## config.mk

```make
export PLATFORM = sky130hd
export DESIGN_NAME = load_store_unit
export DESIGN_NICKNAME = d
export VERILOG_FILES = /design/src/rtl/lsu_pkg.sv /design/src/rtl/lsu_align.sv /design/src/rtl/load_store_unit.sv
export SDC_FILE = /design/constraint.sdc
export NUM_CORES = 1
export LEC_CHECK = 0
export CAP_MARGIN = 20
export CORE_ASPECT_RATIO = 1.2
export CORE_UTILIZATION = 31
export CTS_CLUSTER_DIAMETER = 150
export DETAILED_ROUTE_END_ITERATION = 12
export HOLD_SLACK_MARGIN = 0.06
export PLACE_DENSITY = 0.7
export SETUP_SLACK_MARGIN = 0.1
export SLEW_MARGIN = 30
export SYNTH_ARGS = -nofsm -noshare
export SYNTH_HDL_FRONTEND = slang
export SYNTH_SLANG_ARGS = --single-unit
```

## constraint.sdc

```tcl
create_clock -name clk_i -period 5 [get_ports clk_i]
set_clock_uncertainty 0.1 [all_clocks]
set_input_delay 0.75 -clock clk_i [delete_from_list [all_inputs] [get_ports clk_i]]
set_output_delay 0.75 -clock clk_i [all_outputs]
set_load 0.02 [all_outputs]
```

## src/rtl/lsu_pkg.sv

```systemverilog
// Shared types and width encodings for the load/store unit.
package lsu_pkg;

  typedef enum logic [1:0] {
    StIdle,
    StReq,
    StWait,
    StDone
  } lsu_state_e;

  // Access width encodings (funct3)
  localparam logic [2:0] LSU_B  = 3'b000;
  localparam logic [2:0] LSU_H  = 3'b001;
  localparam logic [2:0] LSU_W  = 3'b010;
  localparam logic [2:0] LSU_BU = 3'b100;
  localparam logic [2:0] LSU_HU = 3'b101;

  // True when the offset breaks natural alignment for the given width
  function automatic logic lsu_misaligned(input logic [2:0] mask, input logic [1:0] off);
    logic res;
    case (mask)
      LSU_B, LSU_BU: res = 1'b0;
      LSU_H, LSU_HU: res = off[0];
      default:       res = (off != 2'b00);
    endcase
    return res;
  endfunction

endpackage

```

## src/rtl/lsu_align.sv

```systemverilog
// Byte-lane steering for stores and lane extraction/extension for loads.
module lsu_align
  import lsu_pkg::*;
(
  input  logic [2:0]  mask_i,
  input  logic [1:0]  off_i,
  input  logic [31:0] wdata_i,
  input  logic [31:0] bus_rdata_i,
  output logic [3:0]  be_o,
  output logic [31:0] wdata_o,
  output logic [31:0] rdata_o
);

  logic [7:0]  byte_sel;
  logic [15:0] half_sel;

  // Lane enables, replicated store data and extended load data per width
  always_comb begin
    byte_sel = bus_rdata_i[{off_i, 3'b000} +: 8];
    half_sel = off_i[1] ? bus_rdata_i[31:16] : bus_rdata_i[15:0];
    be_o     = 4'b1111;
    wdata_o  = wdata_i;
    rdata_o  = bus_rdata_i;
    case (mask_i)
      LSU_B, LSU_BU: begin
        be_o    = 4'b0001 << off_i;
        wdata_o = {4{wdata_i[7:0]}};
        rdata_o = (mask_i == LSU_B) ? {{24{byte_sel[7]}}, byte_sel} : {24'b0, byte_sel};
      end
      LSU_H, LSU_HU: begin
        // Halfword lane chosen by addr[1] only, so addr[0] is implicitly cleared
        be_o    = off_i[1] ? 4'b1100 : 4'b0011;
        wdata_o = {2{wdata_i[15:0]}};
        rdata_o = (mask_i == LSU_H) ? {{16{half_sel[15]}}, half_sel} : {16'b0, half_sel};
      end
      default: ;
    endcase
  end

endmodule

```

## src/rtl/load_store_unit.sv

```systemverilog
// Load/store unit: IDLE/REQ/WAIT/DONE bus sequencer with timeout abort.
// Optional macro LSU_MISALIGN_TRAP_EN: misaligned H/W accesses abort with err
// instead of being silently aligned.
module load_store_unit
  import lsu_pkg::*;
#(
  parameter int unsigned ADDR_W  = 32,
  parameter int unsigned TIMEOUT = 16
) (
  input  logic              clk_i,
  input  logic              reset_i,
  input  logic              rd_en_i,
  input  logic              wr_en_i,
  input  logic [2:0]        rd_mask_i,
  input  logic [ADDR_W-1:0] addr_i,
  input  logic [31:0]       wdata_i,
  output logic [31:0]       rdata_o,
  output logic              stall_o,
  output logic              bus_req_o,
  output logic              bus_we_o,
  output logic [ADDR_W-1:0] bus_addr_o,
  output logic [3:0]        bus_be_o,
  output logic [31:0]       bus_wdata_o,
  input  logic              bus_ready_i,
  input  logic              bus_rvalid_i,
  input  logic [31:0]       bus_rdata_i,
  output logic              err_o
);

  localparam int unsigned CntW = (TIMEOUT > 1) ? $clog2(TIMEOUT) : 1;
  localparam logic [CntW-1:0] CntLast = CntW'((TIMEOUT == 0) ? 0 : TIMEOUT - 1);

  lsu_state_e        state_q;
  logic [CntW-1:0]   cnt_q;
  logic [2:0]        mask_q;
  logic [1:0]        off_q;
  logic              bus_req_q, bus_we_q, err_q;
  logic [ADDR_W-1:0] bus_addr_q;
  logic [3:0]        bus_be_q;
  logic [31:0]       bus_wdata_q, rdata_q;

  logic        req, trap, timeout_hit;
  logic [2:0]  al_mask;
  logic [1:0]  al_off;
  logic [3:0]  al_be;
  logic [31:0] al_wdata, al_rdata;

  assign req         = rd_en_i | wr_en_i;
  assign timeout_hit = (TIMEOUT != 0) && (cnt_q == CntLast);
`ifdef LSU_MISALIGN_TRAP_EN
  assign trap = lsu_misaligned(rd_mask_i, addr_i[1:0]);
`else
  assign trap = 1'b0;
`endif

  // Live request fields steer the lanes in IDLE; latched ones extract load data later
  assign al_mask = (state_q == StIdle) ? rd_mask_i : mask_q;
  assign al_off  = (state_q == StIdle) ? addr_i[1:0] : off_q;

  lsu_align u_align (
    .mask_i      (al_mask),
    .off_i       (al_off),
    .wdata_i     (wdata_i),
    .bus_rdata_i (bus_rdata_i),
    .be_o        (al_be),
    .wdata_o     (al_wdata),
    .rdata_o     (al_rdata)
  );

  // Access sequencer with registered bus outputs, result and error pulse
  always_ff @(posedge clk_i or posedge reset_i) begin
    if (reset_i) begin
      state_q     <= StIdle;
      cnt_q       <= '0;
      mask_q      <= '0;
      off_q       <= '0;
      bus_req_q   <= 1'b0;
      bus_we_q    <= 1'b0;
      bus_addr_q  <= '0;
      bus_be_q    <= '0;
      bus_wdata_q <= '0;
      rdata_q     <= '0;
      err_q       <= 1'b0;
    end else begin
      err_q <= 1'b0;
      case (state_q)
        StIdle: begin
          if (req) begin
            mask_q      <= rd_mask_i;
            off_q       <= addr_i[1:0];
            bus_we_q    <= wr_en_i;  // store wins when both are requested
            bus_addr_q  <= {addr_i[ADDR_W-1:2], 2'b00};
            bus_be_q    <= al_be;
            bus_wdata_q <= al_wdata;
            cnt_q       <= '0;
            if (trap) begin
              state_q <= StDone;
              err_q   <= 1'b1;
              rdata_q <= '0;
            end else begin
              state_q   <= StReq;
              bus_req_q <= 1'b1;
            end
          end
        end
        StReq: begin
          if (bus_ready_i) begin
            bus_req_q <= 1'b0;
            cnt_q     <= '0;
            state_q   <= bus_we_q ? StDone : StWait;
          end else if (timeout_hit) begin
            bus_req_q <= 1'b0;
            state_q   <= StDone;
            err_q     <= 1'b1;
            rdata_q   <= '0;
          end else begin
            cnt_q <= cnt_q + 1'b1;
          end
        end
        StWait: begin
          if (bus_rvalid_i) begin
            rdata_q <= al_rdata;
            state_q <= StDone;
          end else if (timeout_hit) begin
            state_q <= StDone;
            err_q   <= 1'b1;
            rdata_q <= '0;
          end else begin
            cnt_q <= cnt_q + 1'b1;
          end
        end
        default: state_q <= StIdle;
      endcase
    end
  end

  assign stall_o     = req & (state_q != StDone);
  assign bus_req_o   = bus_req_q;
  assign bus_we_o    = bus_we_q;
  assign bus_addr_o  = bus_addr_q;
  assign bus_be_o    = bus_be_q;
  assign bus_wdata_o = bus_wdata_q;
  assign rdata_o     = rdata_q;
  assign err_o       = err_q;

endmodule
```

### Signal wires on met2, run 1

Scale: 2 px per um.
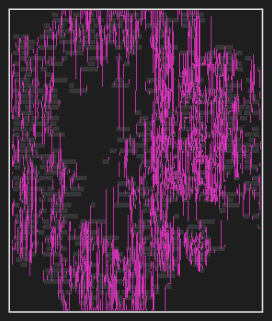
The wires run mostly vertical. 713 nets have wire on it. The longest straight run is 54.1 um.
via count: 4935
WL final: 17900 um
met2 usage: 0.334

### Clock nets, run 1

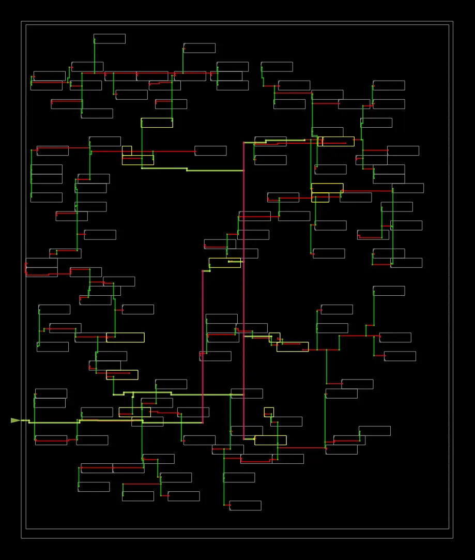
clock buffer count: 11
clock sink count: 112
Num CTS Buffers: 9
Latency at later pin: 0.35 ns

==> flow_summary.ini, run 1 <==
; generated from flow reports
[clock_tree]
cts_htree_levels = 3
cts_setup_buffers = 0
postCtsHoldBufs = 0
root_buffer = clkbuf_16

[routing]
wl_per_cell_um = 19.9

[worst_setup_path]
crit_path_top_delay_cell = mux2i_4
worstPathArrival_ns = 3.48
critical_path_buf_inv_count = 1
cp.depth = 6
crit_fanout = 28
crit_path_end = rdata_o[2]

[finish]
layout.cells.most_common = clkdlybuf4s50_1
n_fill_cell = 1699
final_layout_top_logic_cells = clkdlybuf4s50_1 (206), dfrtp_1 (112), mux2_2 (49)
seq_area_frac = 0.341
flop-count = 112
inverters = 4
fin_area_sq_um = 8220
final_cell_count_no_fill = 899
sh_comb_area = 0.330

[placement]
io_buffers = 206
dpl.hpwl_um = 13100

[synthesis]
area_leaders = dfrtp_1 (49%), mux2_2 (9.7%), mux2i_1 (5.8%)
ys_ff = 112
synth_cell_types = 51
synth_area_sq_um = 5710
ff_type = dfrtp_1
yosysTopAreaCell = dfrtp_1
most_common_cell = dfrtp_1

[final_timing]
post-route-min-period_ns = 3.34

[die]
coreArea_sq_um = 18100
die_w_um = 126
ios = 209

[outcome]
status = finished, final reports clean

[hold_path]
min_from = bus_wdata_o[10]
### Clock wires, drivers and flops, run 1

Scale: 4 px per um.
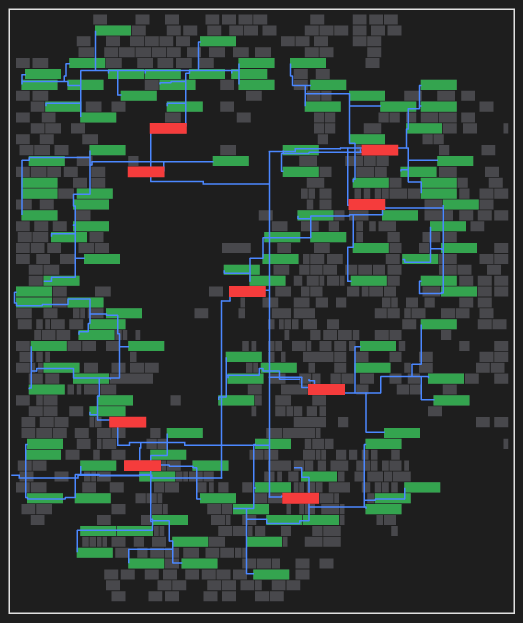
Blue shows clock wires, length 1430 um. Green shows flip-flops, count 112. Red shows clock-net drivers, count 9.
There are 10 routed clock nets. Position of the flops: widely spread.

### Pin placement, run 1

Scale: 2 px per um. Pins as bars across the die edge, other pins in grey.
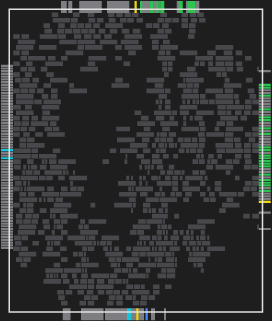
Green shows bus_rdata_i, pins 32, direction input, edge 20 right, 12 top. Yellow shows rd_mask_i, pins 3, direction input, edge 1 bottom, 1 right, 1 top. Cyan shows bus_be_o, pins 4, direction output, edge 2 left, 2 bottom. Blue shows bus_req_o, pins 1, direction output, edge bottom.
All pins by edge: 68 left, 53 top, 47 right, 41 bottom.

[run 1: logic make-up after synthesis]
kind of cell,count (synthesis),synth area share
and+or+nand+nor,87,0.0798
AOI/OAI and AO/OA,151,0.209
adders and majority gates,7,0.0153
buffers and inverters,41,0.0371
other,1,0.000657
DFF,112,0.491
muxes,86,0.168
[run 1: worst min-delay path, delay by kind of cell, from the launching register on]
| family | cells | cell delay, ns |
|---|---|---|
| compound gates | 1 | 0.06 |
| flops | 1 | 0.35 |
| simple gates | 1 | 0.05 |
[run 1: power by group]
group / switching (uW) / internal, uW
clock network: 332 / 402
logic: 1610 / 1450
registers: 277 / 1330
[run 1: routing by layer]
metal | wire length [um] | global-route usage
met2 | 9260 | 0.334
met5 | 0 | 0
met3 | 1230 | 0.0508
met4 | 393 | 0.0675
met1 | 6980 | 0.226
==> run 2: changes to the inputs <==
--- a/config.mk
+++ b/config.mk
@@ -11,7 +11,7 @@
 export CTS_CLUSTER_DIAMETER = 150
 export DETAILED_ROUTE_END_ITERATION = 12
 export HOLD_SLACK_MARGIN = 0.06
-export PLACE_DENSITY = 0.7
+export PLACE_DENSITY = 0.72
 export SETUP_SLACK_MARGIN = 0.1
 export SLEW_MARGIN = 30
 export SYNTH_ARGS = -nofsm -noshare
==> constraint.sdc (replaced) <==
create_clock -name clk_i -period 2.8 [get_ports clk_i]
set_clock_uncertainty 0.1 [all_clocks]
set_input_delay 0.42 -clock clk_i [delete_from_list [all_inputs] [get_ports clk_i]]
set_output_delay 0.42 -clock clk_i [all_outputs]
set_load 0.02 [all_outputs]
### Signal wires on met2, run 2

Scale: 2 px per um.
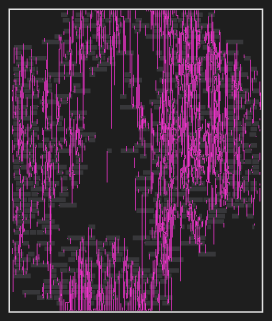
The longest straight run is 59.2 um. The layer holds 51% of the routed length. The layer carries 8310 um of wire.

### Clock wires, drivers and flops, run 2

Scale: 4 px per um.
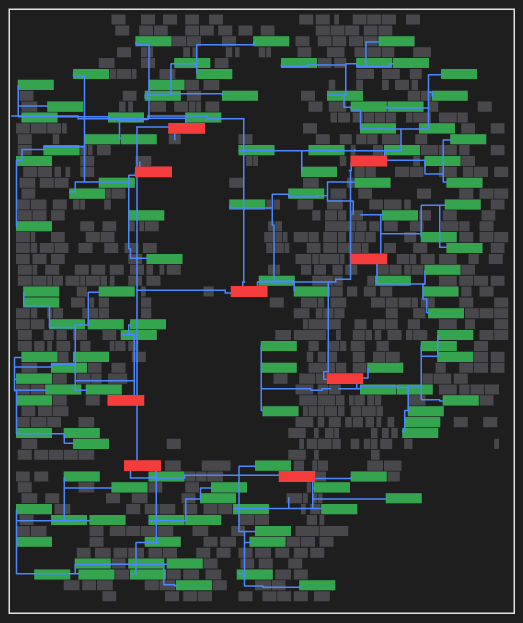
Red shows clock-net drivers, count 9. Green shows flip-flops, count 112. Blue shows clock wires, length 1560 um.
There are 10 routed clock nets.
power in the clock group: 1290 uW
Latency at later pin: 0.36 ns
Clock Power Share: 0.133

### Clock nets, run 2

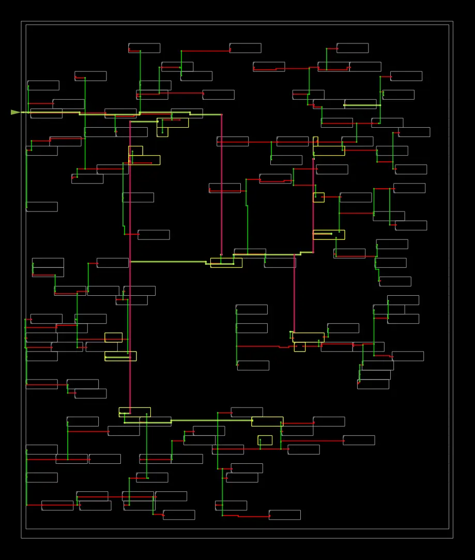
layout sequential cell count: 112

==> run 2 against run 1 <==
  * Global-route usage decreased by 1.3 points
  * Via count decreased by 2.5%
  * Power increased by 80%
  * Clock power increased by 76%
  * Combinational power increased by 83%
  * Utilization increased by 0.70 points
  * Flip-flop count unchanged
  * First-iteration DRC count increased by 20%
  * Sequential power increased by 76%
  * Routed wire length decreased by 7.9%
  * Design area increased by 1.5%
  * Final cell count increased by 1.9%
==> flow_summary.ini, run 2 <==
; generated from flow reports
[outcome]
status = finished, final reports clean

[synthesis]
synth_area_sq_um = 5710
adder_share = 0.0153
ys_sh_simple = 0.0798
yosysTopAreaCell = dfrtp_1
mux_share = 0.168
synth_cell_types = 51
topCombFamilyByArea = AND-OR/OR-AND gates
area_leaders = dfrtp_1 (49%), mux2_2 (9.7%), mux2i_1 (5.8%)

[die]
coreArea_sq_um = 18100
die_w_um = 126

[global_route]
grt_busiest_layer = met2
use_met3 = 0.0597
use_met2 = 0.309

[routing]
wl_um = 16400
highest_layer = met4
vias = 4814
wl_met2_um = 8310
met1Wirelength_um = 6370
wl_per_cell_um = 18.0

[pwr]
power_leader = combinational logic
seq-power_uw = 2830
p_switching_uw = 3970

[finish]
layout.cells.most_common = clkdlybuf4s50_1
n_fill_cell = 1679
final_layout_top_logic_cells = clkdlybuf4s50_1 (206), dfrtp_1 (112), mux2_2 (49)

[clock_tree]
cts_setup_buffers = 0
cts_sinks = 112

[hold_path]
min_from = bus_wdata_o[23]

[placement]
dpl.hpwl_um = 12000
io_buffers = 206

[worst_setup_path]
cp.depth = 9
-- run 2: layout make-up --
cell class                      count  share of cell area
Clock buffer                       11              0.0291
Clock inverter                      5             0.00585
Inverter                            4             0.00225
Multi-Input combinational cell    333               0.325
Sequential cell                   112               0.336
Tap cell                          224              0.0336
Timing Repair Buffer              227               0.269
-- run 2: worst min-delay path, delay by kind of cell (launching register included) --
kind / cells / cell delay (ns)
AOI/OAI and AO/OA: 1 / 0.06
DFF: 1 / 0.35
and+or+nand+nor: 1 / 0.04
-- run 2: cells by family after synthesis --
family | after synthesis
simple gates | 87
other cells | 1
fa+ha+maj | 7
compound gates | 151
buf+inv | 41
mux | 86
flops | 112
Power and IR drop assume default switching activity.
